File: src/rtl/alu_pkg.sv
`default_nettype none
// ============================================================================
// Module   : alu_pkg
// Brief    : Opcodes, flag positions and FSM states shared by the multicycle ALU
// Revision : 1.0
// ============================================================================
package alu_pkg;

    localparam logic [5:0] c_op_add  = 6'h00;
    localparam logic [5:0] c_op_sub  = 6'h01;
    localparam logic [5:0] c_op_and  = 6'h02;
    localparam logic [5:0] c_op_or   = 6'h03;
    localparam logic [5:0] c_op_xor  = 6'h04;
    localparam logic [5:0] c_op_not  = 6'h05;
    localparam logic [5:0] c_op_shl  = 6'h06;
    localparam logic [5:0] c_op_shr  = 6'h07;
    localparam logic [5:0] c_op_mul  = 6'h08;
    localparam logic [5:0] c_op_div  = 6'h09;
    localparam logic [5:0] c_op_mod  = 6'h0A;
    localparam logic [5:0] c_op_cmp  = 6'h0B;
    localparam logic [5:0] c_op_sar  = 6'h0C;
    localparam logic [5:0] c_op_addi = 6'h0D;
    localparam logic [5:0] c_op_subi = 6'h0E;
    localparam logic [5:0] c_op_mulh = 6'h0F;
    localparam logic [5:0] c_op_divs = 6'h10;
    localparam logic [5:0] c_op_mods = 6'h11;

    localparam int c_flag_c = 0;
    localparam int c_flag_z = 1;
    localparam int c_flag_n = 2;
    localparam int c_flag_v = 3;

    typedef enum logic [1:0] {
        ST_IDLE = 2'd0,
        ST_EXEC = 2'd1,
        ST_ITER = 2'd2,
        ST_DONE = 2'd3
    } state_t;

    function automatic logic is_mul_op(input logic [5:0] op);
        return (op == c_op_mul) || (op == c_op_mulh);
    endfunction

    function automatic logic is_div_op(input logic [5:0] op);
        return (op == c_op_div) || (op == c_op_mod) ||
               (op == c_op_divs) || (op == c_op_mods);
    endfunction

    function automatic logic is_sdiv_op(input logic [5:0] op);
        return (op == c_op_divs) || (op == c_op_mods);
    endfunction

endpackage
`default_nettype wire

File: src/rtl/alu_iter_divider.sv
`default_nettype none
// ============================================================================
// Module   : alu_iter_divider
// Brief    : Unsigned restoring divider, one quotient bit per cycle
// Revision : 1.0
// ============================================================================
module alu_iter_divider #(
    parameter int WIDTH = 32
) (
    input  logic             clk,
    input  logic             rst,
    input  logic             start,
    input  logic [WIDTH-1:0] dividend,
    input  logic [WIDTH-1:0] divisor,
    output logic             done,
    output logic [WIDTH-1:0] quotient,
    output logic [WIDTH-1:0] remainder
);

    localparam int c_cnt_w = $clog2(WIDTH + 1);

    logic [WIDTH-1:0]   rem_q, rem_d;
    logic [WIDTH-1:0]   quo_q, quo_d;
    logic [WIDTH-1:0]   dsor_q, dsor_d;
    logic [c_cnt_w-1:0] cnt_q, cnt_d;
    logic               run_q, run_d;

    logic [WIDTH:0]     w_shift;
    logic [WIDTH:0]     w_trial;

    // Partial remainder gains the next dividend bit; keep it only if no borrow
    assign w_shift = {rem_q, quo_q[WIDTH-1]};
    assign w_trial = w_shift - {1'b0, dsor_q};

    always_comb begin
        rem_d  = rem_q;
        quo_d  = quo_q;
        dsor_d = dsor_q;
        cnt_d  = cnt_q;
        run_d  = run_q;
        if (start) begin
            rem_d  = '0;
            quo_d  = dividend;
            dsor_d = divisor;
            cnt_d  = c_cnt_w'(WIDTH);
            run_d  = 1'b1;
        end else if (run_q) begin
            if (cnt_q != '0) begin
                cnt_d = cnt_q - c_cnt_w'(1);
                if (w_trial[WIDTH]) begin
                    rem_d = w_shift[WIDTH-1:0];
                    quo_d = {quo_q[WIDTH-2:0], 1'b0};
                end else begin
                    rem_d = w_trial[WIDTH-1:0];
                    quo_d = {quo_q[WIDTH-2:0], 1'b1};
                end
            end else begin
                run_d = 1'b0;
            end
        end
    end

    always_ff @(posedge clk) begin
        if (rst) begin
            rem_q  <= '0;
            quo_q  <= '0;
            dsor_q <= '0;
            cnt_q  <= '0;
            run_q  <= 1'b0;
        end else begin
            rem_q  <= rem_d;
            quo_q  <= quo_d;
            dsor_q <= dsor_d;
            cnt_q  <= cnt_d;
            run_q  <= run_d;
        end
    end

    assign done      = run_q && (cnt_q == '0);
    assign quotient  = quo_q;
    assign remainder = rem_q;

endmodule
`default_nettype wire

File: src/rtl/alu_multicycle.sv
`default_nettype none
// ============================================================================
// Module   : alu_multicycle
// Brief    : Registered ALU with iterative multiply/divide behind valid/ready
// Revision : 1.0
// ============================================================================
module alu_multicycle #(
    parameter int WIDTH    = 32,
    parameter int FAST_MUL = 0
) (
    input  logic             clk,
    input  logic             rst,
    input  logic             in_valid,
    output logic             in_ready,
    input  logic [5:0]       in_op,
    input  logic [WIDTH-1:0] in_a,
    input  logic [WIDTH-1:0] in_b,
    input  logic [7:0]       in_flags,
    output logic             out_valid,
    input  logic             out_ready,
    output logic [WIDTH-1:0] out_result,
    output logic [7:0]       out_flags,
    output logic             busy
);

    import alu_pkg::*;

    localparam int c_cnt_w = $clog2(WIDTH + 1);
    localparam int c_sh_w  = $clog2(WIDTH);

    state_t             state_q, state_d;
    logic [5:0]         op_q, op_d;
    logic [WIDTH-1:0]   a_q, a_d;
    logic [WIDTH-1:0]   b_q, b_d;
    logic [3:0]         fl_hi_q, fl_hi_d;
    logic               cin_q, cin_d;
    logic [c_cnt_w-1:0] cnt_q, cnt_d;
    logic [2*WIDTH:0]   mprod_q, mprod_d;
    logic [WIDTH-1:0]   res_q, res_d;
    logic [7:0]         flags_q, flags_d;

    logic               w_accept;
    logic               w_in_iter;
    logic               w_in_neg_a;
    logic               w_in_neg_b;
    logic [WIDTH-1:0]   w_dvd;
    logic [WIDTH-1:0]   w_dsor;
    logic               w_div_start;
    logic               w_div_done;
    logic [WIDTH-1:0]   w_div_quo;
    logic [WIDTH-1:0]   w_div_rem;
    logic               w_iter_last;
    logic               w_unused_flags;

    logic [WIDTH:0]     w_mul_add;
    logic [2*WIDTH:0]   w_mul_step;
    logic [2*WIDTH-1:0] w_prod;

    logic [WIDTH:0]     w_sum;
    logic [WIDTH:0]     w_diff;
    logic [c_sh_w-1:0]  w_amt;
    logic [WIDTH:0]     w_shl;
    logic [WIDTH:0]     w_shr;
    logic signed [WIDTH:0] w_sar_src;
    logic signed [WIDTH:0] w_sar;
    logic               w_min_neg1;
    logic               w_v_add;
    logic               w_v_sub;
    logic [WIDTH-1:0]   w_quo_s;
    logic [WIDTH-1:0]   w_rem_s;

    logic [WIDTH-1:0]   w_res;
    logic               w_c;
    logic               w_v;
    logic [7:0]         w_flags;

    assign w_accept       = in_valid && (state_q == ST_IDLE);
    assign w_in_iter      = (is_mul_op(in_op) && (FAST_MUL == 0)) ||
                            (is_div_op(in_op) && (in_b != '0));
    assign w_unused_flags = ^in_flags[3:1];

    // Signed divides run on magnitudes; the sign is restored on completion
    assign w_in_neg_a  = is_sdiv_op(in_op) && in_a[WIDTH-1];
    assign w_in_neg_b  = is_sdiv_op(in_op) && in_b[WIDTH-1];
    assign w_dvd       = w_in_neg_a ? -in_a : in_a;
    assign w_dsor      = w_in_neg_b ? -in_b : in_b;
    assign w_div_start = w_accept && is_div_op(in_op) && (in_b != '0);

    alu_iter_divider #(
        .WIDTH (WIDTH)
    ) u_divider (
        .clk       (clk),
        .rst       (rst),
        .start     (w_div_start),
        .dividend  (w_dvd),
        .divisor   (w_dsor),
        .done      (w_div_done),
        .quotient  (w_div_quo),
        .remainder (w_div_rem)
    );

    assign w_iter_last = is_div_op(op_q) ? w_div_done : (cnt_q == '0);

    // Shift-add: {hi, lo} starts as {0, b}; add a into hi on lo[0], shift right
    assign w_mul_add  = mprod_q[2*WIDTH:WIDTH] + (mprod_q[0] ? {1'b0, a_q} : '0);
    assign w_mul_step = {1'b0, w_mul_add, mprod_q[WIDTH-1:1]};

    if (FAST_MUL != 0) begin : g_fast_mul
        assign w_prod = {{WIDTH{1'b0}}, a_q} * {{WIDTH{1'b0}}, b_q};
    end else begin : g_iter_mul
        assign w_prod = mprod_q[2*WIDTH-1:0];
    end

    assign w_sum      = {1'b0, a_q} + {1'b0, b_q};
    assign w_diff     = {1'b0, a_q} - {1'b0, b_q};
    assign w_v_add    = (a_q[WIDTH-1] == b_q[WIDTH-1]) && (w_sum[WIDTH-1] != a_q[WIDTH-1]);
    assign w_v_sub    = (a_q[WIDTH-1] != b_q[WIDTH-1]) && (w_diff[WIDTH-1] != a_q[WIDTH-1]);
    assign w_amt      = b_q[c_sh_w-1:0];
    assign w_shl      = {1'b0, a_q} << w_amt;
    assign w_shr      = {a_q, 1'b0} >> w_amt;
    assign w_sar_src  = {a_q, 1'b0};
    assign w_sar      = w_sar_src >>> w_amt;
    assign w_min_neg1 = (a_q == {1'b1, {(WIDTH-1){1'b0}}}) && (b_q == '1);
    assign w_quo_s    = (a_q[WIDTH-1] ^ b_q[WIDTH-1]) ? -w_div_quo : w_div_quo;
    assign w_rem_s    = a_q[WIDTH-1] ? -w_div_rem : w_div_rem;

    always_comb begin
        w_res = '0;
        w_c   = 1'b0;
        w_v   = 1'b0;
        unique case (op_q)
            c_op_add, c_op_addi: begin
                w_res = w_sum[WIDTH-1:0];
                w_c   = w_sum[WIDTH];
                w_v   = w_v_add;
            end
            c_op_sub, c_op_subi: begin
                w_res = w_diff[WIDTH-1:0];
                w_c   = w_diff[WIDTH];
                w_v   = w_v_sub;
            end
            c_op_cmp: begin
                w_res = a_q;
                w_c   = w_diff[WIDTH];
                w_v   = w_v_sub;
            end
            c_op_and: w_res = a_q & b_q;
            c_op_or:  w_res = a_q | b_q;
            c_op_xor: w_res = a_q ^ b_q;
            c_op_not: w_res = ~a_q;
            c_op_shl: begin
                {w_c, w_res} = w_shl;
                if (w_amt == '0) w_c = cin_q;
            end
            c_op_shr: begin
                {w_res, w_c} = w_shr;
                if (w_amt == '0) w_c = cin_q;
            end
            c_op_sar: begin
                {w_res, w_c} = w_sar;
                if (w_amt == '0) w_c = cin_q;
            end
            c_op_mul: begin
                w_res = w_prod[WIDTH-1:0];
                w_v   = |w_prod[2*WIDTH-1:WIDTH];
            end
            c_op_mulh: begin
                w_res = w_prod[2*WIDTH-1:WIDTH];
                w_v   = |w_prod[2*WIDTH-1:WIDTH];
            end
            c_op_div, c_op_divs: begin
                if (b_q == '0) begin
                    w_res = '1;
                    w_c   = 1'b1;
                end else if (op_q == c_op_div) begin
                    w_res = w_div_quo;
                end else begin
                    w_res = w_quo_s;
                    w_v   = w_min_neg1;
                end
            end
            c_op_mod, c_op_mods: begin
                if (b_q == '0) begin
                    w_c = 1'b1;
                end else if (op_q == c_op_mod) begin
                    w_res = w_div_rem;
                end else begin
                    w_res = w_rem_s;
                    w_v   = w_min_neg1;
                end
            end
            default: begin
                w_res = '0;
            end
        endcase
    end

    always_comb begin
        w_flags           = {fl_hi_q, 4'b0000};
        w_flags[c_flag_c] = w_c;
        w_flags[c_flag_z] = (w_res == '0);
        w_flags[c_flag_n] = w_res[WIDTH-1];
        w_flags[c_flag_v] = w_v;
    end

    always_comb begin
        state_d = state_q;
        op_d    = op_q;
        a_d     = a_q;
        b_d     = b_q;
        fl_hi_d = fl_hi_q;
        cin_d   = cin_q;
        cnt_d   = cnt_q;
        mprod_d = mprod_q;
        res_d   = res_q;
        flags_d = flags_q;
        unique case (state_q)
            ST_IDLE: begin
                if (in_valid) begin
                    op_d    = in_op;
                    a_d     = in_a;
                    b_d     = in_b;
                    fl_hi_d = in_flags[7:4];
                    cin_d   = in_flags[c_flag_c];
                    cnt_d   = c_cnt_w'(WIDTH);
                    mprod_d = {{(WIDTH+1){1'b0}}, in_b};
                    state_d = w_in_iter ? ST_ITER : ST_EXEC;
                end
            end
            ST_EXEC: begin
                res_d   = w_res;
                flags_d = w_flags;
                state_d = ST_DONE;
            end
            ST_ITER: begin
                if (w_iter_last) begin
                    res_d   = w_res;
                    flags_d = w_flags;
                    state_d = ST_DONE;
                end else begin
                    cnt_d   = cnt_q - c_cnt_w'(1);
                    mprod_d = w_mul_step;
                end
            end
            ST_DONE: begin
                if (out_ready) state_d = ST_IDLE;
            end
            default: state_d = ST_IDLE;
        endcase
    end

    always_ff @(posedge clk) begin
        if (rst) begin
            state_q <= ST_IDLE;
            op_q    <= '0;
            a_q     <= '0;
            b_q     <= '0;
            fl_hi_q <= '0;
            cin_q   <= 1'b0;
            cnt_q   <= '0;
            mprod_q <= '0;
            res_q   <= '0;
            flags_q <= '0;
        end else begin
            state_q <= state_d;
            op_q    <= op_d;
            a_q     <= a_d;
            b_q     <= b_d;
            fl_hi_q <= fl_hi_d;
            cin_q   <= cin_d;
            cnt_q   <= cnt_d;
            mprod_q <= mprod_d;
            res_q   <= res_d;
            flags_q <= flags_d;
        end
    end

    assign in_ready   = (state_q == ST_IDLE);
    assign out_valid  = (state_q == ST_DONE);
    assign busy       = (state_q == ST_ITER);
    assign out_result = res_q;
    assign out_flags  = flags_q;

endmodule
`default_nettype wire

File: config.mk
export PLATFORM = sky130hd
export DESIGN_NAME = alu_multicycle
export DESIGN_NICKNAME = d
export VERILOG_FILES = /design/src/rtl/alu_pkg.sv /design/src/rtl/alu_iter_divider.sv /design/src/rtl/alu_multicycle.sv
export SDC_FILE = /design/constraint.sdc
export NUM_CORES = 2
export LEC_CHECK = 0
export CORE_MARGIN = 4
export CORE_UTILIZATION = 53
export DETAILED_ROUTE_END_ITERATION = 6
export HOLD_SLACK_MARGIN = 0.02
export PLACE_DENSITY = 0.71
export SYNTH_ARGS = -nofsm -noshare
export SYNTH_HDL_FRONTEND = slang
export SYNTH_SLANG_ARGS = --single-unit
File: constraint.sdc
create_clock -name clk -period 10.43 [get_ports clk]
set_clock_uncertainty 0.05 [all_clocks]
set_input_delay 1.5645 -clock clk [delete_from_list [all_inputs] [get_ports clk]]
set_output_delay 1.5645 -clock clk [all_outputs]
set_load 0.02 [all_outputs]
==> GITHUB_STEP_SUMMARY <==
### Yosys + OpenROAD results

| Metric | Value |
|---|---|
| Core area | `between 0.05 and 0.06 mm^2` |
| Num CTS Buffers | `37` |
| Dominant combinational family | `AND-OR/OR-AND gates` |
| Most frequent logic cell in the layout | `nand2_1` |
| Crit path kind | `flip-flop to flip-flop` |
| DP HPWL | `between 100000 and 150000 um` |
| Reg2reg setup slack | `4390 ps` |
| Top cells by area | `dfxtp_1 20%, ha_1 7.8%, a21oi_1 6.2%` |
| CP startpoint kind | `flip-flop` |
| Critical Path End | `out_flags[1]` |
| Routed wl met2 | `between 50000 and 60000 um` |
| Worst Hold Class | `flip-flop to flip-flop` |
| Area leader share | `20.0%` |
| Clk slew on worst S/H paths | `roughly 60 ps` |
| CTS tree | `yes` |
| CP top delay family | `AND-OR/OR-AND gates` |
| Slew Viols, Final | `0` |
| Final hold vios | `0` |
| Cells in synth_stat.txt | `just under 4000` |
| Grt total ovfl | `0` |
| Top Layer Used | `met5` |
| DRT iter0 DRCs | `around 5000` |
| Sw frac | `between 50% and 60%` |
| Worst rel slew slack | `between 9 and 10%` |
| Fin nets | `slightly above 4000` |
| Power Dens Cells | `between 200 and 250 mW/mm^2` |
| Clock-net power | `~1.4 mW` |
| Drc violations | `6` |
| Fillers | `about 5000` |
| Max_cap viols | `0` |
| Peak supply drop | `roughly 0.7 mV` |
| Top cells by count | `442 x nand2_1, 415 x nor2_1, 357 x a21oi_1, 289 x dfxtp_1, 217 x clkbuf_1` |
| GPL Wtd Cong | `1.12` |
| Outcome | `complete, but fails checks` |
| Via-per-instance ratio | `between 7 and 8` |
| Stage-log warning count | `roughly 110` |
| Xor/xnor share | `5.39%` |
| Critical path depth | `15` |
| Synth Area per Inst | `approximately 7.4 um^2` |
| Largest net degree at the start of global routing | `~84` |
| Failing checks | `DRC` |
| Die Wd | `about 240 um` |
| Post-Place Worst Slack | `between 4000 and 5000 ps` |
| Clk Latency, worst-skew pair | `around 600 ps` |
| Slowest stage delay, CP | `roughly 1100 ps` |
| Worst path cell trace | `clkinv_1, ha_1, or2_2, a211o_1, a21oi_1, a21oi_1, buf_4, o211ai_1, nand2_1, a221o_1, a2111oi_1, nand3_1, nor4_1, nand2_1, o21ai_2` |
| Grt met2 use | `about three fifths` |
| I/O Pins | `125` |
| Initial DRT Pass Iterations | `7` |
| Max Fanout on Critical Path | `18` |
| Global Route Usage Sum | `43.5%` |
| Netlist cell types | `slightly above 100` |
| Total number of vias | `32300` |
| Clock sink count | `approximately 290` |
| Setup crit start | `b_q[4]` |
| Final instance area | `around 0.032 mm^2` |
| Max FFs per register | `between 60 and 70` |
| Leading area contributor after synthesis | `dfxtp_1` |
| Drt total wl | `135000 um` |
| Slowest-stage cell, CP | `a2111oi_1` |
| RSZ-0062 raised after global routing | `false` |
| Post-synth seq share | `approximately 20%` |
| Dominant logic cell types in the final layout | `440 x nand2_1, 410 x nor2_1, 356 x a21oi_1, 284 x dfxtp_1, 184 x o21ai_0` |
| Async SR Flop Fraction | `0%` |
| WL met1 | `53000 um` |
| Global-route wire length before repair | `between 150000 and 200000 um` |
| CP arrival | `6500 ps` |
| CTS Buffer Depth | `3` |
| Routed wire per std cell | `roughly 29 um` |
| Initial antenna violation count | `16` |
| P_sw | `3.51 mW` |
| FF-to-FF End | `out_flags[1]` |
| ANT nets after route | `0` |
| Max Clk Rate | `0.165 GHz` |
| Setup bufs post-CTS | `0` |
| Met3 routed wirelength | `roughly 19000 um` |
| Post-Syn Area | `about 0.029 mm^2` |
| Final hold slack | `roughly 400 ps` |
| Layout Utilization | `59.0%` |
| Logic pwr share | `between 50% and 60%` |
| Worst-Margin Slew | `roughly 1400 ps` |
| P&R area growth vs syn | `10.1%` |
| Mux area share | `under 10%` |
| Mapped Cells | `slightly below 4000` |
| Met1 Use GR | `58.4%` |
| Nets at Floorplan | `4165` |
| Setup violators final | `0` |
| CP Buf/Inv Count | `2` |
| PostCTS Resize Cnt | `0` |
| Placed inst area | `about 0.03 mm^2` |
| Sequential share of power | `roughly 22%` |
| Total power | `6.92 mW` |
| Synth Area in Adders | `8.11%` |
| Seq power | `about 1.6 mW` |
| Period utilisation layout | `between 50 and 60%` |
| FP Util | `between 50% and 60%` |
| Post-synth regs | `approximately 290` |
## layout make-up
cell class                      instances  area [um^2]  area share, %
Timing Repair Buffer                  215         1920           6.04
Clock buffer                           51         1070           3.37
Tap cell                              696          871           2.74
Inverter                              163          612           1.92
Sequential cell                       289         5800           18.2
Clock inverter                         14          180          0.566
Multi-Input combinational cell       3147        21300           67.1
Antenna cell                            7         17.5         0.0550
## worst min-delay path by stage
stage | to | slack (ps) | from | depth (start not counted)
after floorplan | u_divider.dsor_q[31] | 380 | u_divider.dsor_q[31] | 2
after global placement | out_flags[4] | 390 | fl_hi_q[0] | 2
after detailed placement | out_flags[6] | 390 | fl_hi_q[2] | 2
after CTS | out_flags[6] | 400 | fl_hi_q[2] | 2
after global routing | out_flags[6] | 410 | fl_hi_q[2] | 2
final | out_flags[6] | 400 | fl_hi_q[2] | 2
Signal wires on met4:
Cells faint in the background.
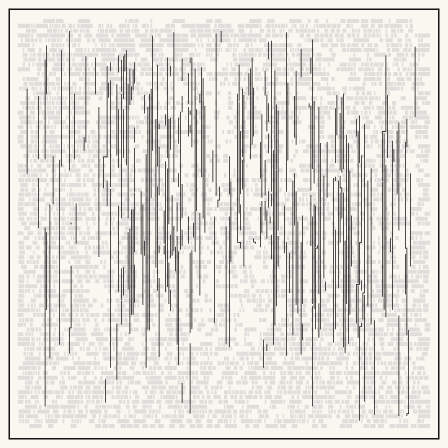
nets with wire on the layer = 178
wire length on this layer = 10100 um

A small window of the routed layout:
Region (169, 48) to (194, 73) um. Cells in grey, sequential cells in the stronger grey; small squares are vias.
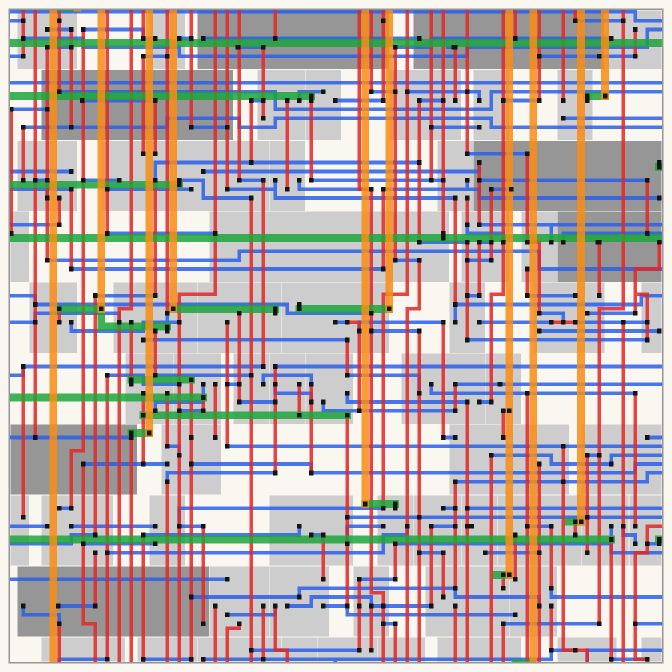
blue -> M1
orange -> M4
red -> M2
green -> M3
netlist names of flops here include = mprod_q (4), b_q (3)
most frequent = nor2_1 (8), a21oi_1 (7), dfxtp_1 (7)
cells with their middle in the window = 53
sequential cells in the window = 7

Metal layers overlaid:
Only two layers are drawn.
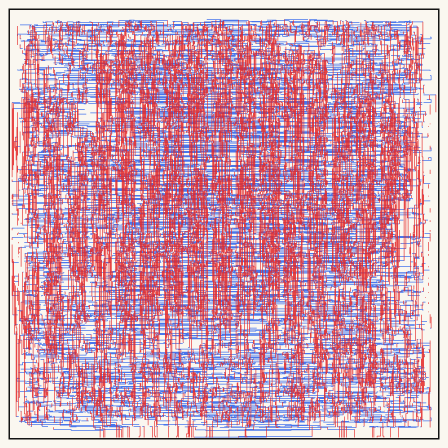
blue -> M1  # wire length 53.0 mm
red -> M2  # wire length 52.5 mm

Power and IR drop assume default switching activity.
